Fig. 1: run 1, placed cells, one color a class
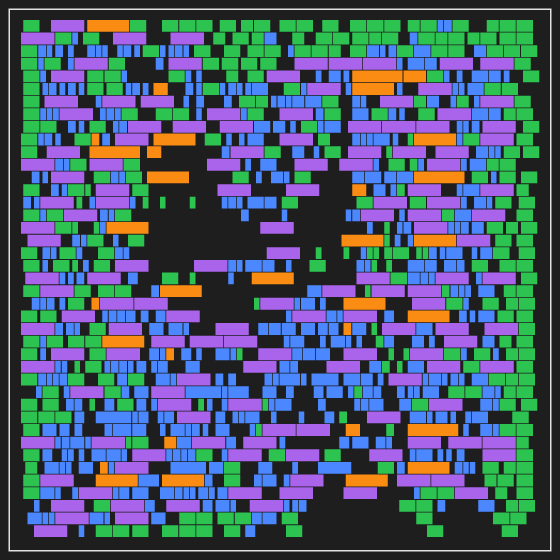
Fig. 2: run 1, wiring heat map
Scale bar: 20 µm. 23 x 23 tiles, from dark blue (low) to red (high), scaled to the fullest tile. Values are wire area over tile area, all layers added.
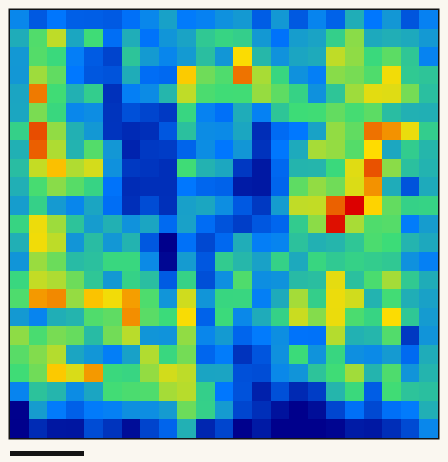
Fig. 3: run 1, cells by drive strength
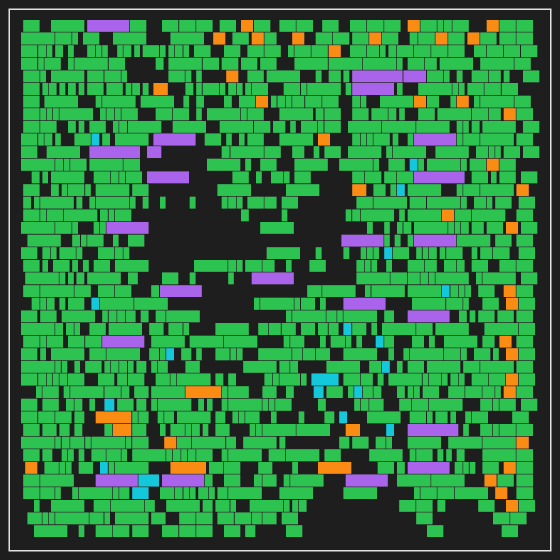
Fig. 4: run 1, track usage over the die
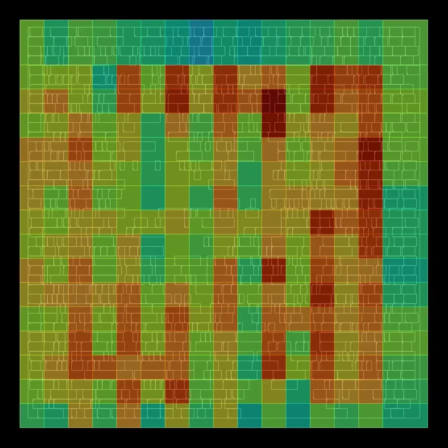
[config.mk]
export PLATFORM = sky130hd
export DESIGN_NAME = fetch_ctrl_flat
export DESIGN_NICKNAME = d
export VERILOG_FILES = /design/src/rtl/fetch_ctrl_if.sv /design/src/rtl/fetch_ctrl.sv /design/src/flat_wrapper.sv
export SDC_FILE = /design/constraint.sdc
export NUM_CORES = 1
export LEC_CHECK = 0
export CAP_MARGIN = 20
export CORE_MARGIN = 2
export CORE_UTILIZATION = 47
export DETAILED_ROUTE_END_ITERATION = 6
export GPL_TIMING_DRIVEN = 0
export PLACE_DENSITY = 0.86
export SYNTH_ARGS = -nofsm -noshare
export SYNTH_HDL_FRONTEND = slang
export SYNTH_SLANG_ARGS = --single-unit
[constraint.sdc]
create_clock -name clk -period 4.81 [get_ports clk]
set_clock_uncertainty 0.2 [all_clocks]
set_input_delay 0.7215 -clock clk [delete_from_list [all_inputs] [get_ports clk]]
set_output_delay 0.7215 -clock clk [all_outputs]
set_load 0.02 [all_outputs]
[src/rtl/fetch_ctrl_if.sv]
// Fetch controller bundle: instruction-memory handshake, datapath handoff and status.
// The master modport is the controller side; slave is the memory/datapath side.
interface fetch_ctrl_if;
  logic        imem_req;
  logic [31:0] imem_addr;
  logic        imem_ack;
  logic [31:0] imem_rdata;
  logic [31:0] pc;
  logic [31:0] instr;
  logic        instr_valid;
  logic        exec_done;
  logic [31:0] next_pc;
  logic        halt_req;
  logic        halted;
  logic        fault;
  logic [1:0]  fault_code;
  logic [31:0] fault_pc;
  logic [31:0] retired;

  modport master (
    output imem_req, imem_addr, pc, instr, instr_valid, halted, fault, fault_code, fault_pc,
           retired,
    input  imem_ack, imem_rdata, exec_done, next_pc, halt_req
  );

  modport slave (
    input  imem_req, imem_addr, pc, instr, instr_valid, halted, fault, fault_code, fault_pc,
           retired,
    output imem_ack, imem_rdata, exec_done, next_pc, halt_req
  );
endinterface

[src/rtl/fetch_ctrl.sv]
// Instruction fetch controller: FETCH/EXEC sequencing with fetch timeout,
// misaligned next-PC detection and terminal HALT/FAULT states.
module fetch_ctrl #(
  parameter logic [31:0] RESET_PC = 32'h0000_3000,
  parameter int unsigned TIMEOUT  = 16
) (
  input logic         clk,
  input logic         rst,
  fetch_ctrl_if.master bus
);

  typedef enum logic [1:0] {StFetch, StExec, StHalt, StFault} state_e;

  localparam logic [7:0] WaitMax = 8'(TIMEOUT - 1);

  state_e      state_q;
  logic [31:0] pc_q;
  logic [31:0] instr_q;
  logic [31:0] retired_q;
  logic [7:0]  wait_q;
  logic [1:0]  fault_code_q;
  logic [31:0] fault_pc_q;
  logic        req_q;
  logic        valid_q;
  logic        halted_q;
  logic        fault_q;

  always_ff @(posedge clk) begin
    if (rst) begin
      state_q      <= StFetch;
      pc_q         <= RESET_PC;
      instr_q      <= '0;
      retired_q    <= '0;
      wait_q       <= '0;
      fault_code_q <= 2'b00;
      fault_pc_q   <= '0;
      req_q        <= 1'b1;
      valid_q      <= 1'b0;
      halted_q     <= 1'b0;
      fault_q      <= 1'b0;
    end else begin
      unique case (state_q)
        StFetch: begin
          // An ack in the final allowed cycle still wins over the timeout.
          if (bus.imem_ack) begin
            instr_q <= bus.imem_rdata;
            wait_q  <= '0;
            state_q <= StExec;
            req_q   <= 1'b0;
            valid_q <= 1'b1;
          end else if (wait_q == WaitMax) begin
            state_q      <= StFault;
            fault_code_q <= 2'b10;
            fault_pc_q   <= pc_q;
            req_q        <= 1'b0;
            fault_q      <= 1'b1;
          end else begin
            wait_q <= wait_q + 8'd1;
          end
        end
        StExec: begin
          if (bus.exec_done) begin
            retired_q <= retired_q + 32'd1;
            valid_q   <= 1'b0;
            if (bus.halt_req) begin
              state_q  <= StHalt;
              halted_q <= 1'b1;
            end else if (bus.next_pc[1:0] != 2'b00) begin
              state_q      <= StFault;
              fault_code_q <= 2'b01;
              fault_pc_q   <= bus.next_pc;
              fault_q      <= 1'b1;
            end else begin
              pc_q    <= bus.next_pc;
              state_q <= StFetch;
              req_q   <= 1'b1;
            end
          end
        end
        StHalt, StFault: ;
        default: ;
      endcase
    end
  end

  assign bus.imem_req    = req_q;
  assign bus.imem_addr   = pc_q;
  assign bus.pc          = pc_q;
  assign bus.instr       = instr_q;
  assign bus.instr_valid = valid_q;
  assign bus.halted      = halted_q;
  assign bus.fault       = fault_q;
  assign bus.fault_code  = fault_code_q;
  assign bus.fault_pc    = fault_pc_q;
  assign bus.retired     = retired_q;

endmodule

[src/flat_wrapper.sv]
// flat-port wrapper written by rule: the top's interface ports become plain ports
module fetch_ctrl_flat 
#(
  parameter logic [31:0] RESET_PC = 32'h0000_3000,
  parameter int unsigned TIMEOUT  = 16
)
  (clk, rst, bus_imem_req, bus_imem_addr, bus_pc, bus_instr, bus_instr_valid, bus_halted, bus_fault, bus_fault_code, bus_fault_pc, bus_retired, bus_imem_ack, bus_imem_rdata, bus_exec_done, bus_next_pc, bus_halt_req);
  fetch_ctrl_if bus_i ();
  input logic clk;
  input logic rst;
  output wire logic [$bits(bus_i.imem_req)-1:0] bus_imem_req;
  output wire logic [$bits(bus_i.imem_addr)-1:0] bus_imem_addr;
  output wire logic [$bits(bus_i.pc)-1:0] bus_pc;
  output wire logic [$bits(bus_i.instr)-1:0] bus_instr;
  output wire logic [$bits(bus_i.instr_valid)-1:0] bus_instr_valid;
  output wire logic [$bits(bus_i.halted)-1:0] bus_halted;
  output wire logic [$bits(bus_i.fault)-1:0] bus_fault;
  output wire logic [$bits(bus_i.fault_code)-1:0] bus_fault_code;
  output wire logic [$bits(bus_i.fault_pc)-1:0] bus_fault_pc;
  output wire logic [$bits(bus_i.retired)-1:0] bus_retired;
  input wire logic [$bits(bus_i.imem_ack)-1:0] bus_imem_ack;
  input wire logic [$bits(bus_i.imem_rdata)-1:0] bus_imem_rdata;
  input wire logic [$bits(bus_i.exec_done)-1:0] bus_exec_done;
  input wire logic [$bits(bus_i.next_pc)-1:0] bus_next_pc;
  input wire logic [$bits(bus_i.halt_req)-1:0] bus_halt_req;
  assign bus_imem_req = bus_i.imem_req;
  assign bus_imem_addr = bus_i.imem_addr;
  assign bus_pc = bus_i.pc;
  assign bus_instr = bus_i.instr;
  assign bus_instr_valid = bus_i.instr_valid;
  assign bus_halted = bus_i.halted;
  assign bus_fault = bus_i.fault;
  assign bus_fault_code = bus_i.fault_code;
  assign bus_fault_pc = bus_i.fault_pc;
  assign bus_retired = bus_i.retired;
  assign bus_i.imem_ack = bus_imem_ack;
  assign bus_i.imem_rdata = bus_imem_rdata;
  assign bus_i.exec_done = bus_exec_done;
  assign bus_i.next_pc = bus_next_pc;
  assign bus_i.halt_req = bus_halt_req;
  fetch_ctrl #(.RESET_PC(RESET_PC), .TIMEOUT(TIMEOUT)) u_core (.clk(clk), .rst(rst), .bus(bus_i));
endmodule
==> flow_summary.yaml, run 1 <==
# flow metrics
final_timing:
  slew_headroom_pct: 57.63
  max_freq_mhz: 380.6
  tightest_slew_ns: 0.6356
  finalMaxSlewViolations: 0
  hold_viol: 0
  worst_hold_slack_ns: 0.2530
die:
  die_area_mm2: 0.01352
  die_w_um: 116.3
  fp_util_pct: 47.55
global_routing:
  overflow: 0
  grt_pass1_vias: 5407
  grt_pass1_wl_um: 27310
  antenna_found_initial: 0
synthesis:
  synthesis.area_mm2: 0.005927
  fp_nets: 759
  netlist_top_cells_count: "144 x dfxtp_1, 144 x nand2_1, 77 x nor2_1"
  ys_cells: 688
  top_area_share_pct: 48.64
  area_leaders: "dfxtp_1 49%, nand2_1 9.1%, a21oi_1 5.8%, mux2i_1 5.7%, nor2_1 4.9%"
worst_setup_path:
  reg2regPathDepth: 7
  crit_path_start_kind: "input pin"
  ff2ff_setup_slack_ns: 2.46
  cp.required_ns: 4.93
  path_max_fanout: 10
  worstSetupPathType: "in2reg"
final_layout:
  drive_gt1_share_pct: 8.718
  nets: 1010
  n_antenna_cell: 0
clock_tree:
  postCtsSetupBuffers: 0
place:
  placed_area_mm2: 0.008464
status:
  outcome: "finished, final reports clean"
## Picture notes: Fig. 1
Key: purple = sequential cells [cells 144, share of their area 32%]; blue = remaining logic cells [cells 469, share of their area 30%]; green = remaining buffers and delay cells [cells 307, share of their area 31%]; orange = clock drivers and dummy loads [cells 32, share of their area 7.1%]
fin util: 72.93%
Core Region: 0.01247 mm²
Seq area share: 31.71%
num rows: 41

## Picture notes: Fig. 2
1.9% of the tiles are nearly empty. The emptiest ninth of the die: middle. 28% of the tiles are over half the peak. The mean over all tiles is 0.22. The densest ninth of the die: right middle.
Vias: 5724
WL per Instance: 15.98 µm
final WL: 17960 µm
GRT Total Usage: 26.28%

## Picture notes: Fig. 3
Key: orange = x3 and x4 [cells 41, share 4.3%]; purple = x6 and larger [cells 23, share 2.4%]; cyan = x2 [cells 19, share 2.0%]; green = x1 and smaller [cells 869, share 91%]
Buffers, non-clock: 307
P&R area growth vs syn: 53.39%
Design Area, Final: 0.009091 mm²

## Picture notes: Fig. 4
grt met1 use: 30.48%
met3 global-route usage: 10.22%
GRT Max-Usage Layer: met2
met2 Track Usage GR: 44.46%

## run 1: worst max-delay path by stage
stage	start	end	slack, ns	cells past startpoint
after floorplan	u_core.bus.retired[12]$_SDFFE_PP0P_	u_core.bus.retired[31]$_SDFFE_PP0P_	2.73	5
after global placement	bus_exec_done	u_core.bus.fault_pc[20]$_SDFFE_PP0P_	1.90	6
after detailed placement	bus_exec_done	u_core.bus.fault_pc[7]$_SDFFE_PP0P_	1.80	6
after CTS	bus_exec_done	u_core.bus.fault_pc[7]$_SDFFE_PP0P_	2.18	6
after global routing	bus_exec_done	u_core.bus.fault_pc[7]$_SDFFE_PP0P_	2.01	6
final	bus_exec_done	u_core.bus.fault_pc[7]$_SDFFE_PP0P_	2.18	6
## run 1: area by class of cell
cell class / count / area [µm²]
inverters: 3 / 11.26
plain buffers: 75 / 412.9
clock inverters: 14 / 187.7
well taps: 172 / 215.2
fillers: 954 / 3374
flip-flops and latches: 144 / 2883
repair buffers: 232 / 2322
clock buffers: 18 / 439.2
multi-input cells: 466 / 2620
## run 1: sequential cells by signal, indices dropped and copies added, names as in the netlist
signal                  flops
u_core.bus.instr_valid      1
u_core.bus.imem_addr       32
u_core.state_q              2
u_core.bus.halted           1
u_core.wait_q               8
u_core.bus.fault_pc        32
u_core.bus.fault            1
u_core.bus.imem_req         1
u_core.bus.instr           32
u_core.bus.retired         32
u_core.bus.fault_code       2
## run 1: stage by stage
step	power, mW	instances	setup WS [ns]	util (%)
after CTS	3.133	1124	2.176	72.93
after detailed placement	1.745	1092	1.801	67.90
final	3.111	1124	2.182	72.93
after global routing	3.223	1124	2.011	72.93
after global placement	1.738	1092	1.903	67.90
after floorplan	1.535	688	2.735	-
## run 1: worst max-delay path, cell delays in order
cell and delay, ns:
clkdlybuf4s50_1 0.51, nand3b_4 0.19, o31ai_1 0.43, clkbuf_1 0.51, nor2_1 0.11, a211oi_1 0.28
## run 1: metal layers
metal / share of wire, % / track usage, % / up-vias
met1: 40 / 30.48 / 2653
met2: 49 / 44.46 / 251
met3: 10 / 10.22 / 21
met5: 0 / 0 / -
li1: - / - / 2799
met4: 1.4 / 9.048 / 0
## run 1: layout by cell type, fill, tap and decap left out, types with 4 or more instances in the layout
master / count
a21oi_1: 69
and3_1: 8
or3_1: 4
nand2_1: 144
mux2i_1: 34
dfxtp_1: 144
clkbuf_1: 34
o21ai_0: 6
nand4_1: 15
clkinv_2: 5
buf_2: 9
bufinv_16: 4
buf_4: 32
a211oi_1: 32
nand3_1: 12
clkbuf_16: 17
clkdlybuf4s50_1: 232
xor2_1: 28
nor2_1: 77
xnor2_1: 5
## run 1: cell families after synthesis
logic type,Yosys count,share of synthesized area (%)
AND-OR/OR-AND,116,11.76
AND/OR/NAND/NOR,281,21.41
adder cells (fa/ha/maj),2,0.4221
flip-flops,144,48.64
multiplexers,34,5.742
XOR/XNOR,33,4.877
buffers and inverters,78,7.156
## run 1: report_power, final
group	internal [mW]	leakage (nW)	total (mW)	switching (mW)
clock	0.880	0.310	1.39	0.511
combinational	0.207	1.85	0.450	0.243
sequential	1.24	1.17	1.27	0.0286
==> run 2: changes to the inputs <==
Settings changed: CORE_UTILIZATION 47 to 39, PLACE_DENSITY 0.86 to 0.76.
Clock period 4.81 ns to 2.4 ns, I/O delays scaled along.
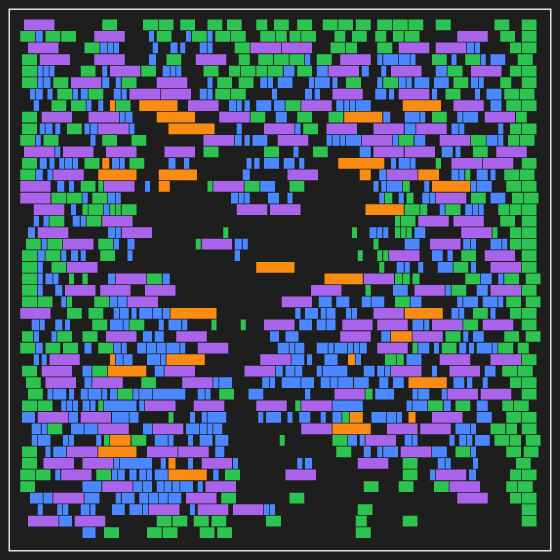
Fig. 5. Placed cells, one color a class (run 2).
Key: orange = clock drivers and dummy loads [cells 32, share of their area 6.9%]; blue = remaining logic cells [cells 469, share of their area 30%]; green = remaining buffers and delay cells [cells 307, share of their area 31%]; purple = sequential cells [cells 144, share of their area 33%]
Design Area, Final: 0.009102 mm²
num rows: 45

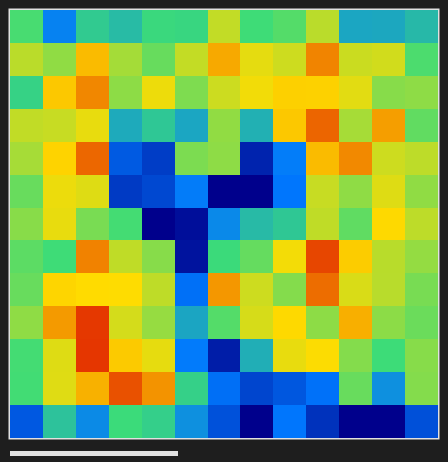
Fig. 6. Placement density heat map (run 2).
Scale bar: 50 µm. 13 x 13 tiles, from dark blue (low) to red (high), 0 to 100% covered.
The fullest tile reaches 94%. The emptiest ninth of the die: middle. The mean over all tiles is 55%.

==> flow_summary.yaml, run 2 <==
# flow metrics
final_timing:
  worst_hold_slack_ns: 0.2205
  max_freq_mhz: 449.7
status:
  outcome: "finished, final reports clean"
synthesis:
  area_leaders: "dfxtp_1 49%, nand2_1 9.1%, a21oi_1 5.8%, mux2i_1 5.7%, nor2_1 4.9%"
  fp_nets: 759
  top_area_share_pct: 48.64
  netlist_top_cells_count: "144 x dfxtp_1, 144 x nand2_1, 77 x nor2_1"
power_and_ir_drop:
  switching_share_pct: 25.19
  power_frac_seq_pct: 41.3
  p_int_mw: 4.615
  combinationalPowerShare_pct: 14.7
  pwr-share-clk_pct: 44.0
worst_setup_path:
  worstSetupPathType: "reg2reg"
  cp.required_ns: 2.55
detailed_routing:
  routed_wl_um: 18030
  wire_per_inst_um: 15.82
global_routing:
  grt_pass1_vias: 5425
  grt_pass1_wl_um: 28240
  antenna_found_initial: 0
final_layout:
  instances_no_fill: 1140
  syn2layout_area_growth_pct: 53.58
  layout_top_cell: "clkdlybuf4s50_1"
  final_cell_mix: "232 x clkdlybuf4s50_1, 144 x nand2_1, 144 x dfxtp_1"
die:
  die_area_mm2: 0.01620
  core_area_mm2: 0.01503
  fp_util_pct: 39.43
  die_w_um: 127.3
place:
  placed_area_mm2: 0.008484
clock_tree:
  postCtsSetupBuffers: 0
[run 2: cell counts after synthesis]
No cell type changed its count.
[run 2: kinds of logic (layout without fill, tap and decap cells)]
logic type               after synthesis  after routing  share of synthesized area (%)
buffers and inverters                 78            342                          7.156
AND-OR/OR-AND                        116            116                          11.76
XOR/XNOR                              33             33                          4.877
adder cells (fa/ha/maj)                2              2                         0.4221
flip-flops                           144            144                          48.64
multiplexers                          34             34                          5.742
AND/OR/NAND/NOR                      281            281                          21.41
[run 2: final timing paths]
path | slack (ns) | cells after the start | end | startpoint
setup / recovery | 0.18 | 8 | u_core.bus.imem_addr[7]$_SDFFE_PP0P_ | u_core.state_q[0]$_SDFFE_PP0P_
hold / removal | 0.22 | 4 | u_core.wait_q[0]$_SDFFE_PP0P_ | bus_imem_ack
setup reg to reg | 0.18 | 8 | u_core.bus.imem_addr[7]$_SDFFE_PP0P_ | u_core.state_q[0]$_SDFFE_PP0P_
hold reg to reg | 0.25 | 2 | u_core.bus.instr[30]$_SDFFE_PP0P_ | u_core.bus.instr[30]$_SDFFE_PP0P_
[run 2: per-layer routing]
metal  vias to the layer above  routed length, µm  GRT usage (%)
met1                      2618               7786          26.07
met4                         0                195          7.175
li1                       2789                  -              -
met5                         -                  0              0
met3                        16               1459          8.124
met2                       206               8591          37.59
[run 2: layout make-up]
class	count	area, µm²
fillers	1356	5931
flip-flops and latches	144	2883
multi-input cells	466	2625
repair buffers	232	2322
clock buffers	22	474.2
plain buffers	75	417.9
well taps	188	235.2
clock inverters	10	133.9
inverters	3	11.26
[run 2: power by group through the flow]
stage / sequential [mW] / combinational, mW / clock, mW
floorplan: 2.70 / 0.377 / 0
global placement: 2.59 / 0.905 / 0
detailed placement: 2.60 / 0.911 / 0
CTS: 2.55 / 0.917 / 2.76
global route: 2.56 / 0.979 / 2.85
finish: 2.55 / 0.908 / 2.71
[run 2: worst max-delay path: stages, from the launching register on]
cell      delay, ns
dfxtp_1        0.29
buf_2          0.16
nor2b_1        0.13
buf_2          0.19
and2_1         0.25
nand2_1        0.18
clkbuf_1       0.47
nand2_1        0.13
a21oi_1        0.16
[run 2: stage by stage]
step	TNS [ns]	power (mW)	worst slack (ns)	util, %
2_1_floorplan	0	3.077	0.3248	-
3_3_place_gp	-14.65	3.499	-0.3865	56.44
3_5_place_dp	-18.37	3.509	-0.4493	56.44
4_1_cts	0	6.219	0.1303	60.52
5_1_grt	0	6.391	0.01422	60.55
6_report	0	6.169	0.1765	60.55
[run 2: repair_timing]
action / CTS / global route
endpoints found under the hold margin: 0 / 0
setup endpoints to repair: 11 / 11
resized: 1 / 5
pin swaps: 0 / 1
Power figures rest on the tool's default switching activity, not on a simulated workload.
